Design if_fetch, sky130hd; sources not shown.
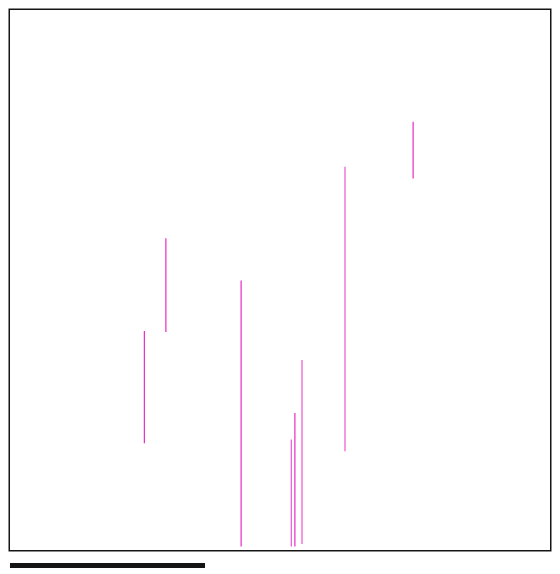
Fig. 1. Signal wires on met4 (run 1).
Scale bar: 50 microns.
nets with wire on the layer	6
share of all routed wire	1.7%
longest straight run	72.8 microns
overall via count from detail_route: 6,226
detailed-route wire length: 19,100 microns

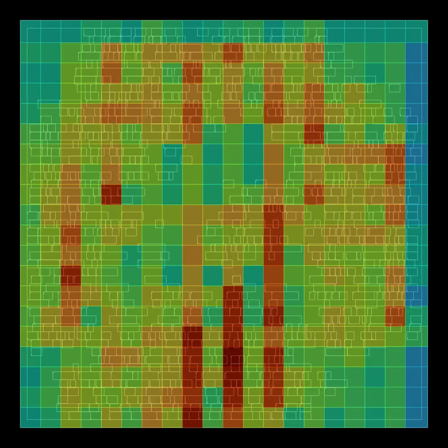
Fig. 2. Congestion heat map (run 1).
met2 demand-to-capacity share in global routing: 31.4%
GR peak layer: met2

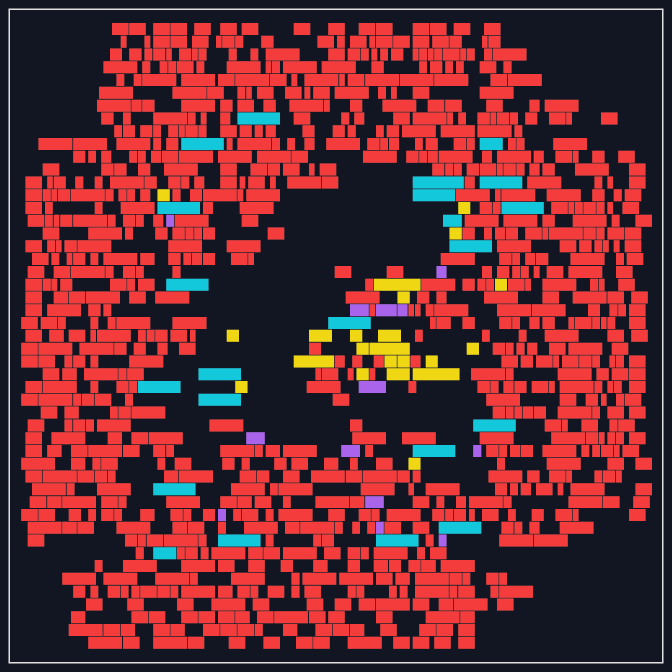
Fig. 3. Cells by drive strength (run 1).
color	size	cells	share	most used
red	_0 and _1 cells	863	94%	clkdlybuf4s50_1
cyan	_6 and larger	22	2.4%	clkbuf_16
purple	_2 cells	13	1.4%	clkinv_2
yellow	_3 and _4 cells	22	2.4%	buf_4
synthesis-to-layout area growth: 31.1%
number of signal-net buffers in the layout: 180

==> results.rst, run 1 <==
Synthesis and place-and-route
=============================

.. list-table::
   :header-rows: 1

   * - Metric
     - Value
   * - Run status
     - finished clean
   * - Number of max-cap violations
     - 0
   * - Sort of element at the end of the critical path
     - output port
   * - Gr usage total
     - approximately 20%
   * - Vias in the first global route
     - 5,844
   * - Largest family of logic cells by area
     - AND-OR/OR-AND gates
   * - Worst setup margin
     - 0.823 ns
   * - PwrDens
     - 280 nW/um^2
   * - Detailed placement HPWL
     - about 12,000 microns
   * - Sink count of the clock tree
     - 165
   * - Slew Viols, Final
     - 0
   * - Xor and xnor fraction of the mapped netlist area
     - 0%
   * - Clock skew
     - 0.00680 ns
   * - Drc violations
     - 0
   * - Dominant synthesized flop cell
     - sky130_fd_sc_hd__dfxtp_1
   * - Port Buffer Count
     - 168
   * - Worst skew pair latency
     - 0.42 ns
   * - Hold buffer count at cts
     - 0
   * - Transition at the pin with the smallest max-transition slack
     - 0.924 ns
   * - Number of nets at floorplan
     - 862
   * - Worst rel slew slack
     - 38.3%
   * - Per-cell via count in the routed design
     - 5.42
   * - # Cells Yosys
     - 792
   * - Maximum fanout along the worst path
     - 33
==> run 1: where the power goes <==
group          switching, mW  internal [mW]  leakage (nW)  total [mW]
combinational          0.122          0.107          1.52       0.229
clock                  0.485          0.690         0.272        1.17
sequential            0.0103           1.25          1.33        1.26
==> run 1: cell type report <==
class / instances / area [sq um]
clock inverters: 9 / 77.6
clock buffers: 21 / 482
fillers: 1640 / 8390
well taps: 229 / 287
multi-input cells: 544 / 3580
inverters: 1 / 3.75
repair buffers: 180 / 1770
flip-flops and latches: 165 / 3310
==> run 1: Yosys cell counts (2+ instances only) <==
cell type and count:
sky130_fd_sc_hd__a21boi_0 78, sky130_fd_sc_hd__a21boi_1 19, sky130_fd_sc_hd__buf_2 28, sky130_fd_sc_hd__buf_6 2, sky130_fd_sc_hd__buf_8 3, sky130_fd_sc_hd__clkbuf_1 48
sky130_fd_sc_hd__dfxtp_1 165, sky130_fd_sc_hd__mux2_2 3, sky130_fd_sc_hd__mux2i_1 61, sky130_fd_sc_hd__nand2_1 66, sky130_fd_sc_hd__nand2b_1 35, sky130_fd_sc_hd__nand3_1 97
sky130_fd_sc_hd__nor2_1 5, sky130_fd_sc_hd__nor2b_1 3, sky130_fd_sc_hd__o211ai_1 32, sky130_fd_sc_hd__o21ai_0 98, sky130_fd_sc_hd__o22a_1 3, sky130_fd_sc_hd__o2bb2ai_1 29
==> run 1: critical path, stage by stage <==
cell	delay, ns
sky130_fd_sc_hd__clkdlybuf4s50_1	0.60
sky130_fd_sc_hd__or4b_4	0.76
sky130_fd_sc_hd__o21ai_0	0.32
sky130_fd_sc_hd__clkdlybuf4s50_1	0.66
==> run 1: metrics by stage <==
stage / utilization [%] / std cells
6_report: 53.1 / 1149
5_1_grt: 53.1 / 1149
4_1_cts: 53.1 / 1149
3_5_place_dp: 50.0 / 1119
3_3_place_gp: 49.9 / 1119
2_1_floorplan: - / 792
==> run 1: layer usage <==
layer,vias up,GRT usage [%],routed length [microns]
li1,3082,-,-
met1,2955,26.7,8920
met2,165,31.4,8830
met3,24,4.07,1060
met4,0,6.70,315
met5,-,0,0
==> run 1: logic make-up after synthesis <==
group / Yosys count
compound gates: 265
simple gates: 215
flops: 165
buf+inv: 83
mux: 64
--- run 2 (diff from run 1) ---
==> constraint.sdc (replaced) <==
create_clock -name clk -period 4.26 [get_ports clk]
set_input_delay 0.852 -clock clk [delete_from_list [all_inputs] [get_ports clk]]
set_output_delay 0.852 -clock clk [all_outputs]
set_load 0.02 [all_outputs]
==> results.rst, run 2 <==
Synthesis and place-and-route
=============================

.. list-table::
   :header-rows: 1

   * - Metric
     - Value
   * - Hold buffer count at cts
     - 0 (unchanged)
   * - Drc violations
     - 0 (unchanged)
   * - Leading post-synthesis cells by instance count
     - 165 x sky130_fd_sc_hd__dfxtp_1, 98 x sky130_fd_sc_hd__o21ai_0, 97 x sky130_fd_sc_hd__nand3_1, 78 x sky130_fd_sc_hd__a21boi_0, 66 x sky130_fd_sc_hd__nand2_1
   * - Xor and xnor fraction of the mapped netlist area
     - 0% (unchanged)
   * - Maximum fanout along the worst path
     - 33 (unchanged)
   * - Number of nets at floorplan
     - 862 (unchanged)
   * - Sort of element at the end of the critical path
     - output port
   * - Per-cell via count in the routed design
     - 5.39 (-0.44%)
   * - Transition at the pin with the smallest max-transition slack
     - 0.847 ns (-0.0765 ns)
   * - Worst setup margin
     - 0.334 ns (-0.489 ns)
   * - Netlist area before placement
     - 7250 sq um
   * - Slew Viols, Final
     - 0 (unchanged)
   * - Core Util, Final
     - 53.6% (+0.48 points)
   * - Worst rel slew slack
     - 43.4% (+5.0 points)
   * - # Cells Yosys
     - 792 (unchanged)
   * - Final sum of negative setup slack
     - 0 ns
   * - PwrDens
     - 354 nW/um^2 (+26%)
   * - Non-filler instance count after layout
     - 1,152 (+0.26%)
   * - Ports
     - 169
   * - Synthesis-to-layout area growth
     - 32.3%
   * - Clock skew
     - 0.0124 ns (+0.00558 ns)
   * - Final-stage net count
     - 983
   * - Leading cell types in the layout, fill and taps excluded
     - 167 x sky130_fd_sc_hd__clkdlybuf4s50_1, 164 x sky130_fd_sc_hd__dfxtp_1, 98 x sky130_fd_sc_hd__o21ai_0, 97 x sky130_fd_sc_hd__nand3_1, 78 x sky130_fd_sc_hd__a21boi_0
   * - Average instance area after synthesis
     - 9.16 sq um
   * - Number of max-cap violations
     - 0 (unchanged)
   * - Antenna diode count
     - 0
   * - Sink count of the clock tree
     - 165 (unchanged)
   * - Worst skew pair latency
     - 0.42 ns (about the same)
   * - Cell with the most instances after synthesis
     - sky130_fd_sc_hd__dfxtp_1
   * - Chip area
     - roughly 19,000 sq um
   * - Largest family of logic cells by area
     - AND-OR/OR-AND gates
   * - Dominant synthesized flop cell
     - sky130_fd_sc_hd__dfxtp_1
   * - Vias in the first global route
     - 5,939 (+1.6%)
   * - Run status
     - finished clean
   * - Synth warn
     - 0
   * - Placed Cells incl. Taps
     - 1,123 (+0.36%)
   * - Detailed placement HPWL
     - 11,600 microns (-0.63%)
   * - OpenROAD warnings
     - 28
   * - Startpoint class of the critical path
     - primary input
-- run 2: cell counts after synthesis --
Identical to the previous run, type by type.
-- run 2: critical path, stage by stage --
cell,delay (ns)
sky130_fd_sc_hd__clkdlybuf4s50_1,0.47
sky130_fd_sc_hd__or4b_4,0.74
sky130_fd_sc_hd__o21ai_0,0.34
sky130_fd_sc_hd__nand2_1,0.11
sky130_fd_sc_hd__clkdlybuf4s50_1,0.55
-- run 2: cell type report --
cell class | count | area, sq um
Clock buffer | 20 | 458
Clock inverter | 9 | 129
Multi-Input combinational cell | 544 | 3580
Sequential cell | 165 | 3310
Tap cell | 229 | 287
Timing Repair Buffer | 184 | 1830
Inverter | 1 | 3.75
Fill cell | 1645 | 8310
-- run 2: per-layer routing --
metal	wire length [microns]	track usage, %
met4	236	6.22
met5	0	0
met3	836	4.70
met2	9110	33.0
met1	8830	25.7
-- run 2: logic make-up after synthesis --
family	after synthesis
flops	165
simple gates	215
mux	64
compound gates	265
buf+inv	83
-- run 2: metrics by stage --
step	area (sq um)	hold slack, ns
floorplan	7250	0.452
global placement	9000	0.441
detailed placement	9000	0.445
CTS	9590	0.461
global route	9600	0.476
finish	9600	0.454
-- run 2: report_power, final --
part,switching (mW),internal (mW),total [mW]
combinational,0.152,0.137,0.289
clock,0.590,0.944,1.53
sequential,0.0125,1.56,1.57
total,0.755,2.64,3.39
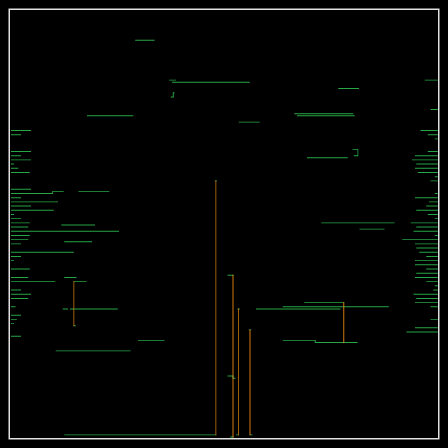
Fig. 4. Wiring by layer (run 2).
Only two layers are drawn.
color	layer	wire length
green	metal 3	837 microns
orange	metal 4	237 microns
detailed-route wire length: 19,000 microns
gr usage total: 19.9%
overall via count from detail_route: 6,215
wire per inst: 16.5 microns

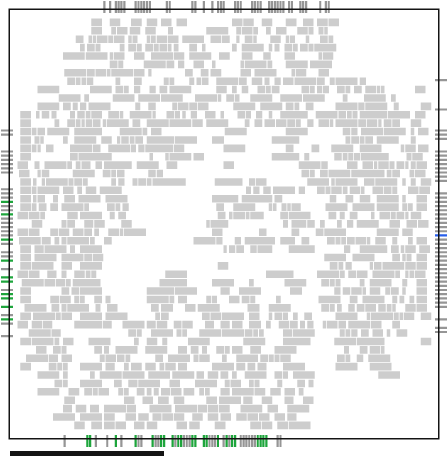
Fig. 5. Pin placement (run 2).
Scale bar: 50 microns. Pins as bars across the die edge, other pins in gray.
color	port	pins	direction	edge
blue	`rst`	1	input	right
green	`inst_out`	32	output	22 bottom, 10 left
all pins by edge	47 bottom, 44 right, 42 top, 36 left
Port Buffer Count: 168
width of the chip: 139 microns
height of the die: 139 microns

Power and IR drop assume default switching activity.
